$ cat src/rtl/uart_pkg.sv
// rtl/uart_pkg.sv - shared types and helpers for the UART transmit arbiter
package uart_pkg;

    typedef enum logic [1:0] {
        IDLE   = 2'd0,
        ACCEPT = 2'd1,
        SEND   = 2'd2,
        WAIT   = 2'd3
    } arb_state_t;

    localparam int DBIT_DEFAULT = 8;

    // Width of an index able to name any of n requesters (at least one bit).
    function automatic int grant_width(input int n);
        return (n > 1) ? $clog2(n) : 1;
    endfunction

endpackage

$ cat src/rtl/rr_arbiter.sv
// rtl/rr_arbiter.sv - combinational rotate-priority-rotate round-robin picker
module rr_arbiter #(
    parameter int N = 4,
    parameter int W = 2
) (
    input  logic [N-1:0] req,
    input  logic [W-1:0] last_grant,
    output logic [W-1:0] grant_idx,
    output logic         found
);

    localparam logic [W:0] NW = (W+1)'(N);

    logic [W-1:0]   start;
    logic [2*N-1:0] dbl;
    logic [N-1:0]   rot;
    logic [W-1:0]   sel;
    logic [W:0]     sum;

    // Rotate so the index after last_grant sits at bit 0, take the lowest set
    // bit, then rotate the winning position back into absolute numbering.
    always_comb begin
        start = (last_grant == W'(N-1)) ? '0 : last_grant + 1'b1;
        dbl   = {req, req} >> start;
        rot   = dbl[N-1:0];
        sel   = '0;
        found = 1'b0;
        for (int i = N-1; i >= 0; i--) begin
            if (rot[i]) begin
                sel   = W'(i);
                found = 1'b1;
            end
        end
        sum       = {1'b0, sel} + {1'b0, start};
        grant_idx = (sum >= NW) ? W'(sum - NW) : sum[W-1:0];
    end

endmodule

$ cat src/rtl/uart_tx_arbiter.sv
// rtl/uart_tx_arbiter.sv - message-granular round-robin sharing of one uart_tx
module uart_tx_arbiter
    import uart_pkg::*;
#(
    parameter int NUM_REQ     = 4,
    parameter int DBIT        = DBIT_DEFAULT,
    parameter int MAX_MSG_LEN = 64,
    localparam int GW         = grant_width(NUM_REQ)
) (
    input  logic                    clk,
    input  logic                    reset,
    input  logic [NUM_REQ-1:0]      req_valid,
    input  logic [NUM_REQ*DBIT-1:0] req_data,
    input  logic [NUM_REQ-1:0]      req_last,
    output logic [NUM_REQ-1:0]      req_ready,
    output logic                    tx_start,
    output logic [DBIT-1:0]         din,
    input  logic                    tx_done_tick,
    output logic                    busy,
    output logic [GW-1:0]           grant_id
);

    arb_state_t state, state_next;

    logic [GW-1:0]   last_grant;
    logic [7:0]      byte_cnt;
    logic            last_reg;

    logic [GW-1:0]   pick_idx;
    logic            pick_found;

    logic            load_grant;
    logic            xfer;
    logic            rel_grant;

    logic            cur_valid;
    logic            cur_last;
    logic [DBIT-1:0] cur_data;

    rr_arbiter #(
        .N (NUM_REQ),
        .W (GW)
    ) u_rr (
        .req        (req_valid),
        .last_grant (last_grant),
        .grant_idx  (pick_idx),
        .found      (pick_found)
    );

    // Slice out the grantee's current byte and flags.
    always_comb begin
        cur_valid = req_valid[grant_id];
        cur_last  = req_last[grant_id];
        cur_data  = req_data[grant_id*DBIT +: DBIT];
    end

    // Arbiter state register.
    always_ff @(posedge clk or posedge reset) begin
        if (reset) begin
            state <= IDLE;
        end else begin
            state <= state_next;
        end
    end

    // Next-state decode and the combinational ready strobe for the grantee.
    always_comb begin
        state_next = state;
        req_ready  = '0;
        load_grant = 1'b0;
        xfer       = 1'b0;
        rel_grant  = 1'b0;
        case (state)
            IDLE: begin
                if (pick_found) begin
                    load_grant = 1'b1;
                    state_next = ACCEPT;
                end
            end
            ACCEPT: begin
                req_ready[grant_id] = cur_valid;
                if (cur_valid) begin
                    xfer       = 1'b1;
                    state_next = SEND;
                end
            end
            SEND: begin
                state_next = WAIT;
            end
            WAIT: begin
                if (tx_done_tick) begin
                    if (last_reg) begin
                        rel_grant  = 1'b1;
                        state_next = IDLE;
                    end else begin
                        state_next = ACCEPT;
                    end
                end
            end
            default: begin
                state_next = IDLE;
            end
        endcase
    end

    // Grant bookkeeping, byte capture and the one-cycle start pulse.
    always_ff @(posedge clk or posedge reset) begin
        if (reset) begin
            grant_id   <= '0;
            busy       <= 1'b0;
            last_grant <= GW'(NUM_REQ-1);
            byte_cnt   <= '0;
            last_reg   <= 1'b0;
            din        <= '0;
            tx_start   <= 1'b0;
        end else begin
            tx_start <= xfer;
            if (load_grant) begin
                grant_id <= pick_idx;
                busy     <= 1'b1;
                byte_cnt <= '0;
            end
            if (xfer) begin
                din      <= cur_data;
                // Hitting the length cap ends the message just like a last byte.
                last_reg <= cur_last | (byte_cnt == 8'(MAX_MSG_LEN-1));
                if (byte_cnt < 8'(MAX_MSG_LEN)) begin
                    byte_cnt <= byte_cnt + 8'd1;
                end
            end
            if (rel_grant) begin
                last_grant <= grant_id;
                busy       <= 1'b0;
            end
        end
    end

endmodule

$ cat config.mk
export PLATFORM = sky130hd
export DESIGN_NAME = uart_tx_arbiter
export DESIGN_NICKNAME = d
export VERILOG_FILES = /design/src/rtl/uart_pkg.sv /design/src/rtl/rr_arbiter.sv /design/src/rtl/uart_tx_arbiter.sv
export SDC_FILE = /design/constraint.sdc
export NUM_CORES = 1
export LEC_CHECK = 0
export ABC_AREA = 1
export CORE_MARGIN = 2
export CORE_UTILIZATION = 50
export CTS_CLUSTER_SIZE = 10
export DETAILED_ROUTE_END_ITERATION = 10
export PLACE_DENSITY = 0.85
export SYNTH_ARGS = -nofsm -noshare
export SYNTH_HDL_FRONTEND = slang
export SYNTH_HIERARCHICAL = 1
export SYNTH_SLANG_ARGS = --single-unit
$ cat constraint.sdc
create_clock -name clk -period 3.3 [get_ports clk]
set_input_delay 0.66 -clock clk [delete_from_list [all_inputs] [get_ports clk]]
set_output_delay 0.66 -clock clk [all_outputs]
set_load 0.02 [all_outputs]
Fig. 1: the clock network
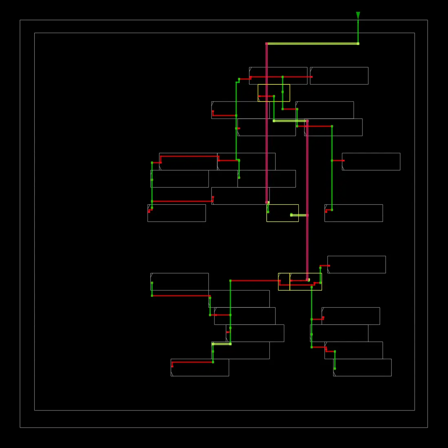
flop count: 25
CTS buffer count: 3
Fin Clk Skew: 0.00433 ns
clk latency late pin: 0.27 ns

==> results_dict.tcl <==
# yosys + openroad results
set metrics [dict create \
    logic_area_um2 1030 \
    ys_cells 263 \
    die.size.y_um 64.6 \
    die_area_um2 4170 \
    syn-instance-count 263 \
    postSynthSeqShare_pct 34.2 \
    startpoint_type "input port" \
    drv_slew 0 \
    die_x_um 64.6 \
    cts_hold_buf 0 \
    num-nets-final 371 \
    yosys_warnings 6 \
    gp_congestion 0.840 \
    status "finished, final reports clean" \
    grt_pass1_vias 1713 \
    reg_top3 "byte_cnt (8), din (8)" \
    max_freq_mhz 328 \
    drt-total-wl_um 4450 \
    fin_hold_ws_ns 0.492 \
    fp_nets 312 \
    rsz0062_at_grt "no" \
    area.growth.synth_to_final_pct 34.4 \
    syn_area_per_cell_um2 6.98 \
    total_leakage_power_nw 1.16 \
    flop_area_um2 628 \
    cts_tree "built" \
    grt_max_degree 26 \
    boundaryPins 59 \
]
Fig. 2: clock distribution
The bar under the picture is 20 um long.
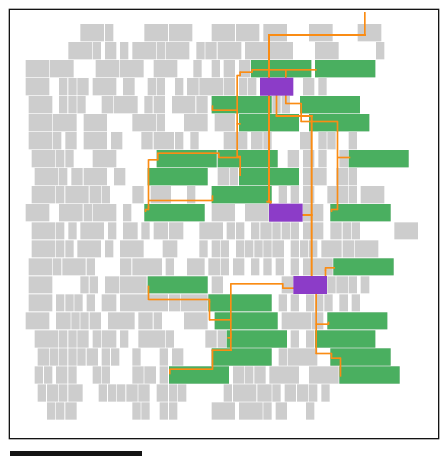
green -> flip-flops  # count 25
orange -> clock wires  # length 267 um
purple -> clock-net drivers  # count 3
routed clock nets = 4
Power Clock: 179 uW
clock power share: 8.7%

==> final cells by class <==
type	instances	area share, %
inverter	28	4.56
sequential	25	25.4
multi-input combinational	205	41.9
clock inverter	1	0.203
tap	48	2.43
clock buffer	3	1.67
timing repair buffer	59	23.8
==> routing by layer <==
layer  part of all wire [%]  vias to the layer above  GRT usage [%]
met5                      0                        -              0
met1                     45                      850           30.7
li1                       -                      949              -
met4                    1.5                        0           7.45
met2                     50                       59           37.6
met3                    3.7                        9           2.26
==> critical path, stage by stage <==
cell and delay, ns:
clkdlybuf4s50_1 0.50, nand2_1 0.06, nand2_1 0.10, nand2_2 0.07, nand2_4 0.13, nand2_8 0.07
nor3_2 0.16, clkdlybuf4s50_1 0.63
==> power by group through the flow <==
stage          clock network, mW  logic, mW  registers [mW]
5_1_grt                    0.199       1.49           0.559
4_1_cts                    0.179       1.33           0.544
3_3_place_gp                   0       1.29           0.542
3_5_place_dp                   0       1.32           0.545
6_report                   0.179       1.33           0.545
2_1_floorplan                  0      0.949           0.571
==> kinds of logic (layout without fill, tap and decap cells) <==
kind of cell               after synthesis  after routing  share of synthesized area (%)
adders and majority gates                6              6                           4.09
and+or+nand+nor                        168            168                           42.4
xor gates and xnor gates                 3              3                           1.43
DFF                                     25             25                           34.2
AOI/OAI and AO/OA                       28             28                           8.31
buffers and inverters                   33             91                           9.54
==> placed cells by master, fill, tap and decap left out, drive strengths merged <==
master,n
nand2,112
clkdlybuf4s50,58
nand3,35
inv,26
dfrtp,23
o21ai,18
nor2,15
a21oi,9
ha,6
nor3,5
xnor2,3
clkbuf,3
clkinv,3
dfstp,2
nand4,1
o22ai,1
buf,1
==> Yosys cell counts (4+ instances only) <==
cell / instances / area [um^2]
o21ai_0: 9 / 45.0
nand2_2: 6 / 37.5
nand2_1: 104 / 390
inv_1: 22 / 82.6
o21ai_1: 6 / 30.0
nor2_1: 10 / 37.5
a21oi_1: 9 / 45.0
nand3_2: 4 / 40.0
nand3_1: 31 / 155
dfrtp_1: 23 / 576
ha_1: 6 / 75.1
==> stage by stage <==
stage	cell area, um^2	setup slack [ns]	util [%]	instances	power, mW
after floorplan	1840	1.20	-	263	1.52
after global placement	2420	0.284	67.2	365	1.83
after detailed placement	2420	0.271	67.2	365	1.87
after CTS	2470	0.271	68.5	369	2.05
after global routing	2470	0.193	68.5	369	2.24
final	2470	0.252	68.5	369	2.05
==> final timing paths <==
path                       slack, ns      endpoint  cells past startpoint     startpoint
max reg2reg                     0.78   byte_cnt[1]                     11  last_grant[0]
min reg2reg                     0.49   byte_cnt[6]                      2    byte_cnt[6]
min                             0.49   byte_cnt[6]                      2    byte_cnt[6]
min in group asynchronous       0.88      tx_start                      2          reset
max                             0.25  req_ready[0]                      8   req_valid[3]
max in group asynchronous       1.88      last_reg                      2          reset
Power figures rest on the tool's default switching activity, not on a simulated workload.
